--- src/rtl/ili_init_seq.sv ---
// ili_init_seq: ILI9341 power-up sequencer.
// Drives the panel hardware reset pulse, then walks a command/data table held
// in an external synchronous ROM and hands each byte to the SPI byte shifter.
// Ports:
//   clk, rst              clock, synchronous active-high reset
//   start, abort          begin sequence (IDLE only) / cancel sequence
//   cmd_len               number of table entries, latched on accepted start
//   rom_addr, rom_data    table index out, entry in one cycle later
//                         ({delay flag, dc, byte-or-count})
//   tx_data, tx_dc        byte and D/C offered to the shifter
//   tx_valid, tx_ready    byte handshake
//   tx_sent               shifter finished the byte (1-cycle pulse)
//   cs, lcd_reset         panel chip select and reset, both active low
//   busy, done, init_ok   status: not idle / completion pulse / sticky success
module ili_init_seq #(
  parameter int unsigned DW           = 8,
  parameter int unsigned DEPTH        = 64,
  parameter int unsigned RST_HI_CYC   = 16,
  parameter int unsigned RST_LO_CYC   = 16,
  parameter int unsigned RST_WAIT_CYC = 32,
  parameter int unsigned GAP_CYC      = 8,
  parameter int unsigned CS_HOLD_CYC  = 2,
  parameter int unsigned DLY_UNIT     = 1024,
  localparam int unsigned AW          = $clog2(DEPTH)
) (
  input  logic          clk,
  input  logic          rst,
  input  logic          start,
  input  logic          abort,
  input  logic [AW:0]   cmd_len,
  output logic [AW-1:0] rom_addr,
  input  logic [DW+1:0] rom_data,
  output logic [DW-1:0] tx_data,
  output logic          tx_dc,
  output logic          tx_valid,
  input  logic          tx_ready,
  input  logic          tx_sent,
  output logic          cs,
  output logic          lcd_reset,
  output logic          busy,
  output logic          done,
  output logic          init_ok
);

  localparam int unsigned IW      = AW + 1;
  localparam int unsigned DLY_MAX = DLY_UNIT * ((2 ** DW) - 1);
  localparam int unsigned DCW     = $clog2(DLY_MAX + 1);
  localparam int unsigned T_A     = (RST_HI_CYC > RST_LO_CYC) ? RST_HI_CYC : RST_LO_CYC;
  localparam int unsigned T_B     = (RST_WAIT_CYC > GAP_CYC) ? RST_WAIT_CYC : GAP_CYC;
  localparam int unsigned T_C     = (T_A > T_B) ? T_A : T_B;
  localparam int unsigned T_MAX   = (T_C > CS_HOLD_CYC) ? T_C : CS_HOLD_CYC;
  localparam int unsigned TCW     = $clog2(T_MAX + 1);
  // One down-counter serves the reset phases, gaps, hold and delay entries.
  localparam int unsigned CW      = (DCW > TCW) ? DCW : TCW;

  typedef enum logic [3:0] {
    S_IDLE, S_RST_HI, S_RST_LO, S_RST_WAIT, S_FETCH, S_DECODE, S_SEND,
    S_WAIT_SENT, S_DELAY, S_ADVANCE, S_GAP, S_CS_HOLD, S_DONE
  } state_t;

  state_t        state;
  logic [CW-1:0] cnt;
  logic [IW-1:0] idx;
  logic [IW-1:0] len_q;

  // Sequencer: state, counters and registered outputs move together.
  always_ff @(posedge clk) begin
    if (rst) begin
      state     <= S_IDLE;
      cnt       <= '0;
      idx       <= '0;
      len_q     <= '0;
      rom_addr  <= '0;
      tx_data   <= '0;
      tx_dc     <= 1'b1;
      tx_valid  <= 1'b0;
      cs        <= 1'b1;
      lcd_reset <= 1'b1;
      busy      <= 1'b0;
      done      <= 1'b0;
      init_ok   <= 1'b0;
    end else if (abort && (state != S_IDLE)) begin
      // Cancel: back to idle outputs, init_ok left alone.
      state     <= S_IDLE;
      cnt       <= '0;
      idx       <= '0;
      rom_addr  <= '0;
      tx_data   <= '0;
      tx_dc     <= 1'b1;
      tx_valid  <= 1'b0;
      cs        <= 1'b1;
      lcd_reset <= 1'b1;
      busy      <= 1'b0;
      done      <= 1'b0;
    end else begin
      done <= 1'b0;
      case (state)
        S_IDLE: begin
          if (start) begin
            state    <= S_RST_HI;
            busy     <= 1'b1;
            init_ok  <= 1'b0;
            len_q    <= (cmd_len > IW'(DEPTH)) ? IW'(DEPTH) : cmd_len;
            idx      <= '0;
            rom_addr <= '0;
            cnt      <= CW'(RST_HI_CYC - 1);
          end
        end
        S_RST_HI: begin
          if (cnt == '0) begin
            state     <= S_RST_LO;
            lcd_reset <= 1'b0;
            cnt       <= CW'(RST_LO_CYC - 1);
          end else begin
            cnt <= cnt - CW'(1);
          end
        end
        S_RST_LO: begin
          if (cnt == '0) begin
            state     <= S_RST_WAIT;
            lcd_reset <= 1'b1;
            cnt       <= CW'(RST_WAIT_CYC - 1);
          end else begin
            cnt <= cnt - CW'(1);
          end
        end
        S_RST_WAIT: begin
          if (cnt == '0) begin
            if (len_q == '0) begin
              // Empty table: finish without ever selecting the panel.
              state   <= S_DONE;
              done    <= 1'b1;
              init_ok <= 1'b1;
            end else begin
              state <= S_FETCH;
              cs    <= 1'b0;
            end
          end else begin
            cnt <= cnt - CW'(1);
          end
        end
        S_FETCH: state <= S_DECODE;
        S_DECODE: begin
          if (rom_data[DW+1]) begin
            if (rom_data[DW-1:0] != '0) begin
              state <= S_DELAY;
              cnt   <= CW'(rom_data[DW-1:0]) * CW'(DLY_UNIT) - CW'(1);
            end else begin
              state <= S_ADVANCE;
            end
          end else begin
            state    <= S_SEND;
            tx_data  <= rom_data[DW-1:0];
            tx_dc    <= rom_data[DW];
            tx_valid <= 1'b1;
          end
        end
        S_SEND: begin
          if (tx_ready) begin
            state    <= S_WAIT_SENT;
            tx_valid <= 1'b0;
          end
        end
        S_WAIT_SENT: begin
          if (tx_sent) state <= S_ADVANCE;
        end
        S_DELAY: begin
          if (cnt == '0) state <= S_ADVANCE;
          else           cnt   <= cnt - CW'(1);
        end
        S_ADVANCE: begin
          idx      <= idx + IW'(1);
          rom_addr <= AW'(idx + IW'(1));
          if ((idx + IW'(1)) == len_q) begin
            state <= S_CS_HOLD;
            cnt   <= CW'(CS_HOLD_CYC - 1);
          end else begin
            state <= S_GAP;
            cnt   <= CW'(GAP_CYC - 1);
          end
        end
        S_GAP: begin
          if (cnt == '0) state <= S_FETCH;
          else           cnt   <= cnt - CW'(1);
        end
        S_CS_HOLD: begin
          if (cnt == '0) begin
            state   <= S_DONE;
            cs      <= 1'b1;
            done    <= 1'b1;
            init_ok <= 1'b1;
          end else begin
            cnt <= cnt - CW'(1);
          end
        end
        S_DONE: begin
          state <= S_IDLE;
          busy  <= 1'b0;
        end
        default: state <= S_IDLE;
      endcase
    end
  end

endmodule

--- config.mk ---
export PLATFORM = sky130hd
export DESIGN_NAME = ili_init_seq
export DESIGN_NICKNAME = d
export VERILOG_FILES = /design/src/rtl/ili_init_seq.sv
export SDC_FILE = /design/constraint.sdc
export NUM_CORES = 1
export LEC_CHECK = 0
export CAP_MARGIN = 20
export CORE_MARGIN = 2
export CORE_UTILIZATION = 30
export DETAILED_ROUTE_END_ITERATION = 12
export DONT_BUFFER_PORTS = 1
export PLACE_DENSITY = 0.45
export SLEW_MARGIN = 20
export SYNTH_ARGS = -nofsm -noshare
export SYNTH_HDL_FRONTEND = slang
export SYNTH_SLANG_ARGS = --single-unit
export TNS_END_PERCENT = 5
--- constraint.sdc ---
create_clock -name clk -period 3.1 [get_ports clk]
set_input_delay 0.62 -clock clk [delete_from_list [all_inputs] [get_ports clk]]
set_output_delay 0.62 -clock clk [all_outputs]
set_load 0.005 [all_outputs]
==> results.sh, run 1 <==
# source this file to load flow results
export IMPL_run_status="finished clean"
export IMPL_critPathRequiredTime_ns=3.31
export IMPL_report_final_slew_viol_count=0
export IMPL_rsz0062_at_grt="no"
export IMPL_ioPinCount=44
export IMPL_end_kind="flop"
export IMPL_clkSlewWorstSetupHoldPaths_ns=0.10
export IMPL_drt_wl_total_um=8940
export IMPL_dpl_hpwl_um=6510
export IMPL_antenna_cells=0
export IMPL_chip_area_mm2=0.0109
export IMPL_tritoncts_clock_tree="yes"
export IMPL_logic_gates=305
export IMPL_cp_startpoint="cnt[14]$_SDFFE_PP0P_"
export IMPL_totalNegativeSetupSlack_ns=0
export IMPL_drive_gt1_share_pct=8.14
export IMPL_worst_r2r_startpoint="cnt[14]$_SDFFE_PP0P_"
export IMPL_hold_violations=0
export IMPL_clockRootBuffer="sky130_fd_sc_hd__clkbuf_8"
export IMPL_timing_final_crit_share_pct=81.5
export IMPL_critical_path_peak_fanout=8
export IMPL_routed_wl_met2_um=4180
export IMPL_ys_sh_mux_pct=0.659
export IMPL_antenna_found_initial=0
export IMPL_enable_flop_cells=0
export IMPL_grt_met3_usage_pct=3.06
export IMPL_signal_buffer_area_fraction_pct=2.07
export IMPL_worst_hold_startpoint="rst"
export IMPL_fillCellCount=1110
export IMPL_std_cell_rows=36
export IMPL_timing_hold_worst_class="input port to flop"
export IMPL_synth_async_reset_ratio_pct=0
export IMPL_routed_via_count=2853
export IMPL_clock_tree_area_fraction_pct=4.06
export IMPL_endpoint_of_the_most_critical_register_to_register_path="cnt[13]$_SDFFE_PP0P_"
export IMPL_grt_max_degree=23
export IMPL_cts_buffer_depth=2
export IMPL_grt_met2_usage_pct=27.0
export IMPL_critical_path_max_stage_delay_ns=0.60
export IMPL_timing_critical_path_cells="or4_4 > nor4_2 > nand3_1 > a21oi_1 > o21ai_0 > o311ai_0"
export IMPL_post_cts_buffers=0
==> run 1: Yosys cell counts, types with 4 or more instances <==
library cell,instances,area share (%)
sky130_fd_sc_hd__dfxtp_1,51,34
sky130_fd_sc_hd__nor2_1,39,4.8
sky130_fd_sc_hd__a21oi_1,38,6.3
sky130_fd_sc_hd__o21ai_0,35,5.8
sky130_fd_sc_hd__nand2_1,32,4.0
sky130_fd_sc_hd__clkbuf_1,16,2.0
sky130_fd_sc_hd__nand3_1,14,2.3
sky130_fd_sc_hd__xnor2_1,12,3.5
sky130_fd_sc_hd__nor3b_1,10,2.5
sky130_fd_sc_hd__nor3_1,9,1.5
sky130_fd_sc_hd__inv_1,8,0.99
sky130_fd_sc_hd__nor4_1,7,1.4
sky130_fd_sc_hd__o22ai_1,7,1.4
sky130_fd_sc_hd__a31oi_1,6,1.2
sky130_fd_sc_hd__and3_1,6,1.2
sky130_fd_sc_hd__buf_4,6,1.5
sky130_fd_sc_hd__buf_2,5,0.82
sky130_fd_sc_hd__nand2b_1,5,1.0
sky130_fd_sc_hd__or3_1,5,1.0
sky130_fd_sc_hd__or4_1,5,1.2
sky130_fd_sc_hd__xor2_1,5,1.4
sky130_fd_sc_hd__a32o_1,4,1.3
==> run 1: power groups by stage <==
stage          registers, uW  clock network (uW)  logic [uW]
5_1_grt                  892                 605        1730
6_report                 872                 566        1540
2_1_floorplan            828                   0        1200
3_5_place_dp             887                   0        1530
4_1_cts                  871                 575        1530
3_3_place_gp             884                   0        1520
==> run 1: sequential cells by signal, summed over array words and instances (netlist names), 2 cells and up <==
name      flops
state         4
tx_data       8
cnt          18
idx           2
len_q         7
rom_addr      5
Figure 1. Ports around the boundary (run 1).
Drawn at 4 px/um. Pins as bars across the die edge, other pins in grey.
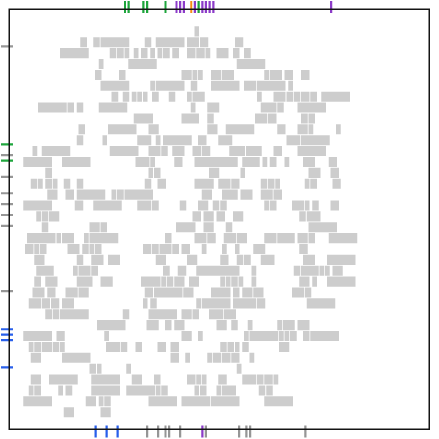
[`cmd_len`] blue | pins: 7 | direction: input | edge: 4 left, 3 bottom
[`tx_dc`] orange | pins: 1 | direction: output | edge: top
[`rom_data`] purple | pins: 10 | direction: input | edge: 9 top, 1 bottom
[`tx_data`] green | pins: 8 | direction: output | edge: 6 top, 2 left
all pins by edge: 16 top, 14 bottom, 14 left
tally of buffers added on design ports: 0
height of the die: 105 um
die boundary width: 105 um

Figure 2. Layout detail (run 1).
Region (40, 19) to (65, 44) um. Cells in grey, sequential cells in the stronger grey; small squares are vias.
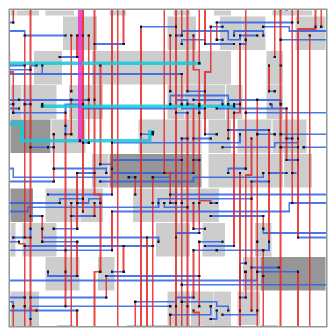
[M2] red
[M3] cyan
[M4] magenta
[M1] blue
netlist names of flops here include: `state` (2)
most frequent: a21oi_1 (5), nor2_1 (5), nand2_1 (5)
cells with their middle in the window: 42
sequential cells in the window: 2

Figure 3. Logic cells by family (run 1).
Drawn at 3 px/um.
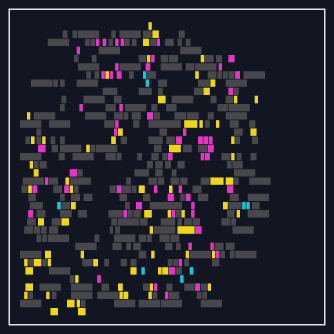
[inv cells] cyan | cells: 8
[nor cells] yellow | cells: 71 | where: spread over the die
[nand cells] magenta | cells: 57
dominant logic cell type in the layout: sky130_fd_sc_hd__dfxtp_1
logic share of the area: 56.7%
Cell Count, Final, Fillers Out: 514

Figure 4. Congestion heat map (run 1).
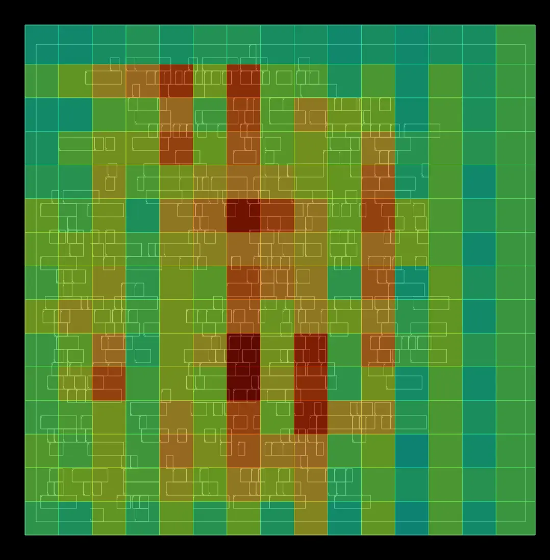

==> run 2, diff against run 1 <==
==> constraint.sdc (replaced) <==
create_clock -name clk -period 2.6 [get_ports clk]
set_input_delay 0.52 -clock clk [delete_from_list [all_inputs] [get_ports clk]]
set_output_delay 0.52 -clock clk [all_outputs]
set_load 0.005 [all_outputs]
Figure 5. Congestion heat map (run 2).
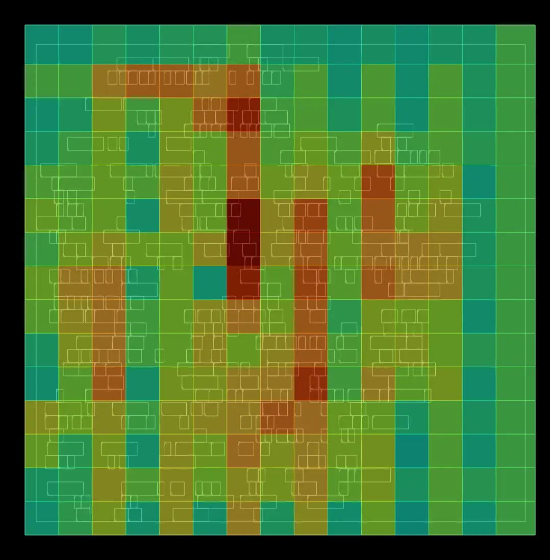
Most Crowded Layer GR: met2
utilization after layout: 33.6%

==> run 2 against run 1 <==
Sequential power grew 14%. Clock skew grew 0.0019 ns. Die size is the same. Critical path type unchanged. Critical endpoint is now cnt[17]$_SDFFE_PP0P_.
==> results.sh, run 2 <==
# source this file to load flow results
export IMPL_report_final_slew_viol_count=0
export IMPL_number_of_flip_flops_under_the_largest_register_name=18
export IMPL_critPathRequiredTime_ns=2.81
export IMPL_antenna_cells=0
export IMPL_chip_area_mm2=0.0109
export IMPL_fillCellCount=1107
export IMPL_synth_dominant_cell_count="sky130_fd_sc_hd__dfxtp_1"
export IMPL_topCellsByArea="sky130_fd_sc_hd__dfxtp_1, sky130_fd_sc_hd__a21oi_1, sky130_fd_sc_hd__o21ai_0, sky130_fd_sc_hd__nor2_1, sky130_fd_sc_hd__nand2_1"
export IMPL_layoutNonFillerInstCount=521
export IMPL_ys_sh_mux_pct=0.659
export IMPL_critical_path_peak_fanout=5
export IMPL_post_cts_buffers=0
export IMPL_synth_async_reset_ratio_pct=0
export IMPL_die_height_um=105
export IMPL_drive_gt1_share_pct=9.79
export IMPL_top_cell_area_share_pct=33.6
export IMPL_port_buffers=0
export IMPL_final_common_cell="sky130_fd_sc_hd__dfxtp_1"
export IMPL_synthTopCellsByCount="sky130_fd_sc_hd__dfxtp_1, sky130_fd_sc_hd__nor2_1, sky130_fd_sc_hd__a21oi_1"
export IMPL_clkSlewWorstSetupHoldPaths_ns=0.10
export IMPL_grt_max_degree=27
export IMPL_synth_largest_area_cell="sky130_fd_sc_hd__dfxtp_1"
export IMPL_dpl_hpwl_um=6440
export IMPL_cts_buffer_depth=2
export IMPL_end_kind="flop"
export IMPL_tritoncts_clock_tree="yes"
export IMPL_timing_hold_worst_class="input port to flop"
export IMPL_routed_via_count=2843
export IMPL_timing_critical_path_cells="or4_4 > or4_4 > o31a_1 > nand2_2 > o22ai_1 > a221o_1"
export IMPL_enable_flop_cells=0
export IMPL_chipWidth_um=105
export IMPL_std_cell_rows=36
export IMPL_antenna_found_initial=0
export IMPL_ioPinCount=44
export IMPL_critical_path_max_stage_delay_ns=0.57
export IMPL_hold_violations=0
export IMPL_largest_register="cnt"
export IMPL_run_status="finished clean"
export IMPL_reg_top3="cnt (18), tx_data (8), len_q (7)"
[run 2: metal layers]
| metal | global-route usage, % | routed length, um | up-vias |
|---|---|---|---|
| li1 | - | - | 1450 |
| met3 | 3.62 | 318 | 6 |
| met4 | 4.19 | 88 | 0 |
| met1 | 21.7 | 4230 | 1339 |
| met5 | 0 | 0 | - |
| met2 | 27.3 | 4200 | 48 |
[run 2: stage by stage]
step | utilization, % | hold slack [ns] | power (uW) | area [um2]
final | 33.6 | 0.272 | 3500 | 3300
after floorplan | - | 0.469 | 2420 | 3040
after CTS | 33.6 | 0.253 | 3540 | 3300
after global placement | 32.6 | 0.483 | 2970 | 3200
after global routing | 33.6 | 0.250 | 3790 | 3300
after detailed placement | 32.6 | 0.489 | 2960 | 3200
[run 2: layout make-up]
class,instances,area share (%)
inverters,8,0.910
flip-flops and latches,51,30.9
multi-input cells,305,56.1
well taps,133,5.04
repair buffers,17,3.87
clock buffers,6,2.20
clock inverters,1,0.910
[run 2: worst paths after layout]
path | slack (ns) | to | startpoint | cells past startpoint
max | 0.28 | cnt[17]$_SDFFE_PP0P_ | cnt[14]$_SDFFE_PP0P_ | 6
min reg2reg | 0.50 | tx_data[4]$_SDFFE_PP0P_ | tx_data[4]$_SDFFE_PP0P_ | 2
max reg2reg | 0.28 | cnt[17]$_SDFFE_PP0P_ | cnt[14]$_SDFFE_PP0P_ | 6
min | 0.27 | len_q[4]$_SDFFE_PP0P_ | rst | 1
[run 2: where the power goes]
group | switching, uW | leakage (uW) | internal, uW
Sequential | 108 | 0.000414 | 889
Clock | 270 | 0.0000513 | 283
Combinational | 1190 | 0.000722 | 758
Figure 6. Sequential cells coloured by netlist name (run 2).
Drawn at 3 px/um.
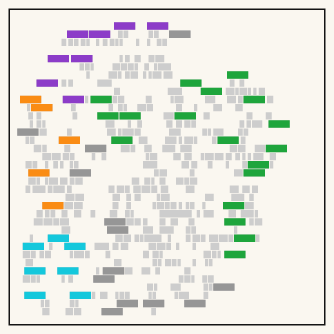

==> run 3, diff against run 2 <==
--- a/config.mk
+++ b/config.mk
@@ -10,7 +10,8 @@
 export CORE_UTILIZATION = 30
 export DETAILED_ROUTE_END_ITERATION = 12
 export DONT_BUFFER_PORTS = 1
-export PLACE_DENSITY = 0.45
+export GPL_TIMING_DRIVEN = 1
+export PLACE_DENSITY = 0.46
 export SLEW_MARGIN = 20
 export SYNTH_ARGS = -nofsm -noshare
 export SYNTH_HDL_FRONTEND = slang
==> constraint.sdc (replaced) <==
create_clock -name clk -period 2.05 [get_ports clk]
set_input_delay 0.41 -clock clk [delete_from_list [all_inputs] [get_ports clk]]
set_output_delay 0.41 -clock clk [all_outputs]
set_load 0.05 [all_outputs]
Figure 7. Sequential cells coloured by netlist name (run 3).
Drawn at 3 px/um.
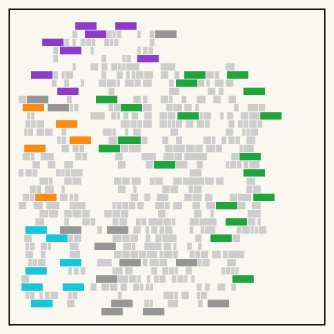
[`rom_addr`] orange | flops: 5 | where: left middle
[`len_q`] cyan | flops: 7 | where: bottom left
[`tx_data`] purple | flops: 8 | where: top left
[`cnt`] green | flops: 18
not coloured: 13
combined flip-flop and latch cell area: 0.00102 mm2
power of the sequential group: 1300 uW

==> run 3 against run 2 <==
Global-route usage rose by 1.1 points. Synthesized cell count did not move. Worst setup slack got worse by 0.46 ns. Clock-buffer cell count fell by 1. Largest power group unchanged. Die size did not move. Sequential share of layout area fell by 3.9 points. Maximum frequency rose by 3.8%. The flow now finishes with violations (negative setup slack).
==> results.sh, run 3 <==
# source this file to load flow results
export IMPL_report_final_slew_viol_count=0
export IMPL_failed_checks="negative setup slack"
export IMPL_post_cts_buffers=1
export IMPL_min_delay_path_depth=1
export IMPL_synth_largest_area_cell="sky130_fd_sc_hd__dfxtp_1"
export IMPL_std_cell_rows=36
export IMPL_routed_via_count=3107
export IMPL_tritoncts_clock_tree="yes"
export IMPL_detailed_place_area_mm2=0.00361
export IMPL_dpl_hpwl_um=6980
export IMPL_synth_dominant_cell_count="sky130_fd_sc_hd__dfxtp_1"
export IMPL_final_common_cell="sky130_fd_sc_hd__buf_4"
export IMPL_rsz0062_at_grt="yes"
export IMPL_clkSlewWorstSetupHoldPaths_ns=0.10
export IMPL_detailed_route_wire_length_on_metal_1_um=4270
export IMPL_synth_async_reset_ratio_pct=0
export IMPL_totalNegativeSetupSlack_ns=-1.44
export IMPL_chipWidth_um=105
export IMPL_route_top_layer_used="met4"
export IMPL_final_critical_path_setup_slack_ns=-0.185
export IMPL_cts_buffer_depth=2
export IMPL_end_kind="flop"
export IMPL_worst_r2r_cell_count=6
export IMPL_run_status="complete, but fails checks"
export IMPL_grt_max_degree=23
export IMPL_hold_violations=0
export IMPL_setup_viol_count_final=18
export IMPL_non_filler_cell_area_final_mm2=0.00378
export IMPL_largest_register="cnt"
export IMPL_port_buffers=0
export IMPL_chip_area_mm2=0.0109
export IMPL_antenna_cells=0
export IMPL_antenna_found_initial=0
export IMPL_clockRootBuffer="sky130_fd_sc_hd__clkbuf_8"
export IMPL_topCellsByArea="sky130_fd_sc_hd__dfxtp_1, sky130_fd_sc_hd__a21oi_1, sky130_fd_sc_hd__o21ai_0, sky130_fd_sc_hd__nor2_1, sky130_fd_sc_hd__nand2_1"
export IMPL_drt_wl_total_um=9430
[run 3: cell counts after synthesis]
No cell type changed its count.
[run 3: worst paths after layout]
kind | startpoint | end | slack [ns]
setup / recovery | cnt[14]$_SDFFE_PP0P_ | cnt[17]$_SDFFE_PP0P_ | -0.19
hold / removal | rst | len_q[5]$_SDFFE_PP0P_ | 0.15
setup reg to reg | cnt[14]$_SDFFE_PP0P_ | cnt[17]$_SDFFE_PP0P_ | -0.19
hold reg to reg | idx[6]$_SDFFE_PP0P_ | idx[6]$_SDFFE_PP0P_ | 0.51
[run 3: metrics by stage]
stage               total power [uW]  setup WS [ns]  util, %
floorplan                       3140         -0.132        -
global placement                4540         -0.146     36.8
detailed placement              4540         -0.172     36.8
CTS                             5240         -0.186     38.0
global route                    5700         -0.264     38.5
finish                          5290         -0.185     38.5
[run 3: layer usage]
metal / GRT usage [%] / up-vias
li1: - / 1543
met1: 22.3 / 1478
met2: 30.0 / 73
met3: 3.12 / 13
met4: 5.62 / 0
met5: 0 / -
[run 3: area by class of cell]
class | count | area, um2
clock inverter | 3 | 20.0
sequential | 51 | 1020
inverter | 8 | 30.0
timing repair buffer | 71 | 546
multi-input combinational | 305 | 1930
clock buffer | 5 | 68.8
tap | 133 | 166
fill | 1063 | 6040
[run 3: cell families after synthesis]
family                     count (synthesis)  synth area share (%)
AOI/OAI and AO/OA                        130                  27.4
xor gates and xnor gates                  17                  4.90
adders and majority gates                  3                  1.24
buffers and inverters                     36                  5.40
DFF                                       51                  33.6
muxes                                      2                 0.659
and+or+nand+nor                          153                  26.8
[run 3: report_power, final]
group,total (uW),internal [uW],switching [uW],leakage [uW]
registers,1300,1130,167,0.000414
logic,3370,1610,1760,0.00101
clock network,620,239,382,0.0000402
Power figures rest on the tool's default switching activity, not on a simulated workload.
